==> config.mk <==
export PLATFORM = sky130hd
export DESIGN_NAME = alu32_seq_unit_flat
export DESIGN_NICKNAME = d
export VERILOG_FILES = /design/src/rtl/alu32_seq_unit_if.sv /design/src/rtl/alu32_seq_unit.sv /design/src/flat_wrapper.sv
export SDC_FILE = /design/constraint.sdc
export NUM_CORES = 1
export LEC_CHECK = 0
export CAP_MARGIN = 20
export CORE_AREA = 2 2 141 143
export CTS_CLUSTER_DIAMETER = 60
export DETAILED_ROUTE_END_ITERATION = 12
export DIE_AREA = 0 0 143 145
export HOLD_SLACK_MARGIN = 0.1
export PLACE_DENSITY = 0.84
export SLEW_MARGIN = 20
export SYNTH_ARGS = -nofsm -noshare
export SYNTH_HDL_FRONTEND = slang
export SYNTH_SLANG_ARGS = --single-unit
==> constraint.sdc <==
create_clock -name clk -period 3.4 [get_ports clk]
set_clock_uncertainty 0.2 [all_clocks]
set_input_delay 0.68 -clock clk [delete_from_list [all_inputs] [get_ports clk]]
set_output_delay 0.68 -clock clk [all_outputs]
set_load 0.01 [all_outputs]
==> src/rtl/alu32_seq_unit_if.sv <==
// Request/response bus of the alu32_seq_unit execution unit.
// The master side is the ALU issue logic. The slave side is the unit itself.
// Optional flag outputs are present only when ALU_FLAGS_EN is defined.
interface alu32_seq_unit_if #(
    parameter int WIDTH = 32
);
    logic             in_valid;
    logic             in_ready;
    logic [2:0]       op;
    logic [WIDTH-1:0] a;
    logic [WIDTH-1:0] b;
    logic             out_valid;
    logic             out_ready;
    logic [WIDTH-1:0] result;
`ifdef ALU_FLAGS_EN
    logic             zero;
    logic             carry;
`endif

    modport master (
        output in_valid, op, a, b, out_ready,
`ifdef ALU_FLAGS_EN
        input  zero, carry,
`endif
        input  in_ready, out_valid, result
    );

    modport slave (
        input  in_valid, op, a, b, out_ready,
`ifdef ALU_FLAGS_EN
        output zero, carry,
`endif
        output in_ready, out_valid, result
    );
endinterface

==> src/rtl/alu32_seq_unit.sv <==
// alu32_seq_unit: handshaked 32-bit ALU with an iterative 1-bit/cycle shifter.
// The unit holds at most one request in flight. It steps IDLE -> (SHIFT) -> DONE -> IDLE.
// Optional macro ALU_FLAGS_EN adds registered zero/carry flag outputs.
module alu32_seq_unit #(
    parameter int WIDTH   = 32,
    parameter int SHAMT_W = 5
) (
    input  logic            clk,
    input  logic            rst,
    alu32_seq_unit_if.slave bus
);
    localparam logic [2:0] OP_AND = 3'b000;
    localparam logic [2:0] OP_OR  = 3'b001;
    localparam logic [2:0] OP_XOR = 3'b010;
    localparam logic [2:0] OP_ADD = 3'b011;
    localparam logic [2:0] OP_SUB = 3'b100;
    localparam logic [2:0] OP_SLT = 3'b101;
    localparam logic [2:0] OP_SLL = 3'b110;

    typedef enum logic [1:0] {
        IDLE  = 2'd0,
        SHIFT = 2'd1,
        DONE  = 2'd2
    } state_t;

    state_t             state_q, state_d;
    logic [WIDTH-1:0]   result_q, result_d;
    logic [WIDTH-1:0]   shreg_q, shreg_d;
    logic [SHAMT_W-1:0] cnt_q, cnt_d;
    logic               shl_q, shl_d;        // 1 = shift left, 0 = shift right
    logic               out_valid_q, out_valid_d;

    logic               accept;
    logic               is_shift;
    logic               result_upd;
    logic [SHAMT_W-1:0] shamt;
    logic [WIDTH-1:0]   alu_res;
    logic [WIDTH-1:0]   shreg_step;

    assign accept     = bus.in_valid && (state_q == IDLE);
    assign is_shift   = bus.op[2] && bus.op[1];
    assign shamt      = bus.b[SHAMT_W-1:0];
    assign shreg_step = shl_q ? (shreg_q << 1) : (shreg_q >> 1);

    // Single-cycle ALU result. For a zero-distance shift the result is a.
    always_comb begin
        alu_res = bus.a;
        case (bus.op)
            OP_AND:  alu_res = bus.a & bus.b;
            OP_OR:   alu_res = bus.a | bus.b;
            OP_XOR:  alu_res = bus.a ^ bus.b;
            OP_ADD:  alu_res = bus.a + bus.b;
            OP_SUB:  alu_res = bus.a - bus.b;
            OP_SLT:  alu_res = {{(WIDTH-1){1'b0}}, ($signed(bus.a) < $signed(bus.b))};
            default: alu_res = bus.a;
        endcase
    end

    // State register plus all datapath flops. The reset aborts any operation in flight.
    always_ff @(posedge clk or posedge rst) begin
        if (rst) begin
            state_q     <= IDLE;
            result_q    <= '0;
            shreg_q     <= '0;
            cnt_q       <= '0;
            shl_q       <= 1'b0;
            out_valid_q <= 1'b0;
        end else begin
            state_q     <= state_d;
            result_q    <= result_d;
            shreg_q     <= shreg_d;
            cnt_q       <= cnt_d;
            shl_q       <= shl_d;
            out_valid_q <= out_valid_d;
        end
    end

    // Next-state logic. out_valid is registered so that it mirrors the DONE state.
    always_comb begin
        state_d = state_q;
        case (state_q)
            IDLE: begin
                if (accept) begin
                    state_d = (is_shift && (shamt != '0)) ? SHIFT : DONE;
                end
            end
            SHIFT: begin
                if (cnt_q == SHAMT_W'(1)) begin
                    state_d = DONE;
                end
            end
            DONE: begin
                if (bus.out_ready) begin
                    state_d = IDLE;
                end
            end
            default: state_d = IDLE;
        endcase
        out_valid_d = (state_d == DONE);
    end

    // Datapath: load on accept, shift one bit per SHIFT cycle, and write result on completion.
    always_comb begin
        result_d   = result_q;
        shreg_d    = shreg_q;
        cnt_d      = cnt_q;
        shl_d      = shl_q;
        result_upd = 1'b0;
        case (state_q)
            IDLE: begin
                if (accept) begin
                    if (is_shift && (shamt != '0)) begin
                        shreg_d = bus.a;
                        cnt_d   = shamt;
                        shl_d   = (bus.op == OP_SLL);
                    end else begin
                        result_d   = alu_res;
                        result_upd = 1'b1;
                    end
                end
            end
            SHIFT: begin
                shreg_d = shreg_step;
                cnt_d   = cnt_q - SHAMT_W'(1);
                if (cnt_q == SHAMT_W'(1)) begin
                    result_d   = shreg_step;
                    result_upd = 1'b1;
                end
            end
            default: ;
        endcase
    end

    // Output logic: the unit is ready only while idle.
    always_comb begin
        bus.in_ready  = (state_q == IDLE);
        bus.out_valid = out_valid_q;
        bus.result    = result_q;
    end

`ifdef ALU_FLAGS_EN
    logic zero_q, zero_d;
    logic carry_q, carry_d;
    logic alu_carry;

    // Carry-out of ADD is detected as a wrapped sum. The SUB borrow is an unsigned a < b.
    always_comb begin
        alu_carry = 1'b0;
        if (bus.op == OP_ADD) begin
            alu_carry = ((bus.a + bus.b) < bus.a);
        end else if (bus.op == OP_SUB) begin
            alu_carry = (bus.a < bus.b);
        end
    end

    // Flags change only when result is written. A completed shift always clears carry.
    always_comb begin
        zero_d  = zero_q;
        carry_d = carry_q;
        if (result_upd) begin
            zero_d  = (result_d == '0);
            carry_d = (state_q == IDLE) ? alu_carry : 1'b0;
        end
    end

    // Flag registers.
    always_ff @(posedge clk or posedge rst) begin
        if (rst) begin
            zero_q  <= 1'b0;
            carry_q <= 1'b0;
        end else begin
            zero_q  <= zero_d;
            carry_q <= carry_d;
        end
    end

    // Flag outputs.
    always_comb begin
        bus.zero  = zero_q;
        bus.carry = carry_q;
    end
`endif
endmodule
==> src/flat_wrapper.sv <==
// flat-port wrapper written by rule: the top's interface ports become plain ports
module alu32_seq_unit_flat 
#(
    parameter int WIDTH   = 32,
    parameter int SHAMT_W = 5
)
  (clk, rst, bus_in_valid, bus_op, bus_a, bus_b, bus_out_ready, bus_in_ready, bus_out_valid, bus_result);
  alu32_seq_unit_if #(.WIDTH(WIDTH)) bus_i ();
  input  logic clk;
  input  logic rst;
  input wire logic [$bits(bus_i.in_valid)-1:0] bus_in_valid;
  input wire logic [$bits(bus_i.op)-1:0] bus_op;
  input wire logic [$bits(bus_i.a)-1:0] bus_a;
  input wire logic [$bits(bus_i.b)-1:0] bus_b;
  input wire logic [$bits(bus_i.out_ready)-1:0] bus_out_ready;
  output wire logic [$bits(bus_i.in_ready)-1:0] bus_in_ready;
  output wire logic [$bits(bus_i.out_valid)-1:0] bus_out_valid;
  output wire logic [$bits(bus_i.result)-1:0] bus_result;
  assign bus_i.in_valid = bus_in_valid;
  assign bus_i.op = bus_op;
  assign bus_i.a = bus_a;
  assign bus_i.b = bus_b;
  assign bus_i.out_ready = bus_out_ready;
  assign bus_in_ready = bus_i.in_ready;
  assign bus_out_valid = bus_i.out_valid;
  assign bus_result = bus_i.result;
  alu32_seq_unit #(.WIDTH(WIDTH), .SHAMT_W(SHAMT_W)) u_core (.clk(clk), .rst(rst), .bus(bus_i));
endmodule
==> out/summary.txt <==
sw frac -> 44.2%
pwr/cell area -> 484 nW/um^2
Final Instance Count excl. Fillers -> 2031
run status -> complete, no violations
share of async-settable or async-resettable flops after synthesis -> 100%
die area -> 20700 um^2
Die W -> 143 um
Worst slew margin -> 32.2%
RR Endpoint -> u_core.bus.result[29]$_DFFE_PP0P_
I/O pin count -> 105
post-synth top area share -> 19.2%
grt ovf -> 0
setup TNS -> 0 ns
TritonRoute pass-1 iters -> 6
antenna-violating nets left -> 0
setup slack at placement -> -0.839 ns
ys cells -> 1319
Post-Synthesis Net Count -> 1497
clock period minus worst slack -> 3.37 ns
number of cell rows -> 51
Layout area overhead -> 58.4%
synthesized area -> 9500 um^2
Root Driver -> clkbuf_16
Detailed Route Iter0 Violations -> 1518
most used cell, CP -> buf_4
PortBufs -> 104
RSZ-0062 raised after global routing -> yes
post-route design area -> 15000 um^2
CP Capture Type -> flop
M1 GR Usage -> 60.1%
r2r worst-path depth -> 8
hold crit path type -> reg2reg
Int Pwr -> 4.06 mW
Max stage delay on crit path -> 0.30 ns
placed cell count -> 1990
r2r startpoint -> u_core.cnt_q[2]$_DFFE_PP0P_
tally of OpenROAD warnings -> 100
## registers in the layout, summed over array words and instances (netlist names)
name / count
u_core.cnt_q: 5
u_core.shl_q: 1
u_core.bus.result: 32
u_core.shreg_q: 32
u_core.state_q: 2
u_core.bus.out_valid: 1
## timing repair
item                                    4_1_cts  5_1_grt
buffers inserted                             17       12
resized                                     144      138
cloned                                        0        0
endpoints found under the setup margin       25       27
pin swaps                                    38       56
## how the worst max path moves through the flow
stage	endpoint	startpoint	slack (ns)	depth (start not counted)
finish	u_core.bus.result[31]$_DFFE_PP0P_	bus_b[8]	0.03	14
global route	u_core.bus.result[31]$_DFFE_PP0P_	bus_b[8]	-0.10	14
CTS	u_core.bus.result[26]$_DFFE_PP0P_	bus_a[0]	-0.003	14
detailed placement	u_core.bus.result[25]$_DFFE_PP0P_	bus_b[9]	-0.84	14
global placement	u_core.bus.result[6]$_DFFE_PP0P_	bus_a[0]	-0.80	16
floorplan	u_core.bus.result[26]$_DFFE_PP0P_	bus_b[2]	0.07	12
## final cells by class
| class | instances | share of cell area [%] |
|---|---|---|
| Clock buffer | 10 | 1.52 |
| Clock inverter | 6 | 0.765 |
| Inverter | 106 | 2.68 |
| Multi-Input combinational cell | 1046 | 52.0 |
| Sequential cell | 73 | 12.1 |
| Tap cell | 265 | 2.20 |
| Timing Repair Buffer | 525 | 28.7 |
## layout by cell type, fill, tap and decap left out, types with 9 or more instances in the layout
master           instances
nor3_1                  17
a21oi_1                106
inv_2                   25
xnor2_1                 14
ha_1                    72
dfrtp_1                 73
mux2_2                  11
o21ai_0                 72
a31oi_1                 35
mux2i_1                 23
ha_4                    26
o21bai_1                10
nand3_1                 20
inv_1                   78
a21oi_2                 15
clkbuf_16                9
nand4_1                 13
o2111ai_1                9
a21oi_4                  9
o22ai_1                 10
o21a_1                   9
nand2_1                144
a211oi_1                41
buf_4                  396
buf_12                   9
o31ai_1                 14
o211ai_1                15
nor2b_1                 18
a21o_1                  14
o21ai_1                 13
buf_6                   17
clkdlybuf4s50_1         74
or3_1                   11
nor2_1                 120
## per-layer routing
metal,vias to the layer above,wire length [um]
met1,6002,18400
met5,-,0
met4,0,2060
met3,227,6540
li1,5648,-
met2,935,19800
## logic make-up (layout without fill, tap and decap cells)
kind of cell	after synthesis	count (layout)	share of synthesized area (%)
AND-OR/OR-AND	473	473	32.9
multiplexers	37	37	4.07
AND/OR/NAND/NOR	411	411	19.8
flip-flops	73	73	19.2
XOR/XNOR	18	18	1.66
adder cells (fa/ha/maj)	107	107	14.2
buffers and inverters	200	647	8.15
## worst register-to-register path, stage by stage (launching register included)
cell,delay [ns]
dfrtp_1,0.42
nor2_1,0.23
and4b_1,0.29
a31oi_1,0.09
or2_2,0.41
a211oi_2,0.38
nand4b_1,0.14
mux2_4,0.28
o2111ai_1,0.10
## power by group through the flow
stage               sequential, mW  clock (mW)  combinational [mW]
floorplan                     1.63           0                2.06
global placement              1.68           0                3.85
detailed placement            1.70           0                3.95
CTS                           1.70        1.11                4.11
global route                  1.76        1.15                4.68
finish                        1.74        1.12                4.42
Layout detail:
Region (56, 86) to (86, 116) um. Cells in gray, sequential cells in the stronger gray; small squares are vias.
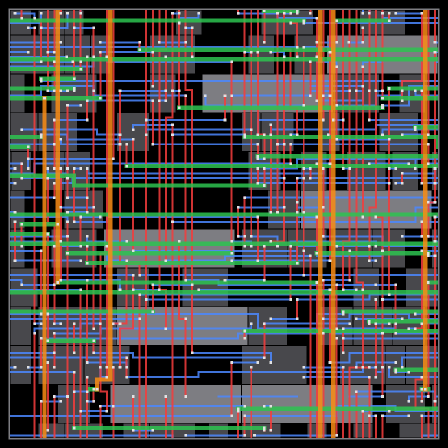
| color | layer |
|---|---|
| orange | metal 4 |
| green | metal 3 |
| red | metal 2 |
| blue | metal 1 |
sequential cells in the window: 7
cells with their middle in the window: 62
netlist names of flops here include: u_core.bus.result (7)
most frequent: buf_4 (8), dfrtp_1 (7), a21oi_1 (6)

Signal wires by layer:
Drawn at 2 px/um. Only two layers are drawn.
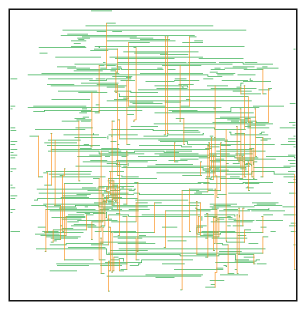
| color | layer | wire length |
|---|---|---|
| green | metal 3 | 6540 um |
| orange | metal 4 | 2060 um |
GRT Total Usage: 42.7%
Vias: 12800
mean routed wirelength per cell: 23.0 um

M1 wires:
Drawn at 2 px/um. Supply wires on this layer in gray.
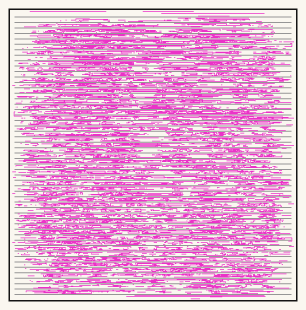
longest straight run: 69.5 um
main direction: horizontal
share of all routed wire: 39%
nets with wire on the layer: 1748

No activity file was given, so power comes from the tool's default toggle rates.
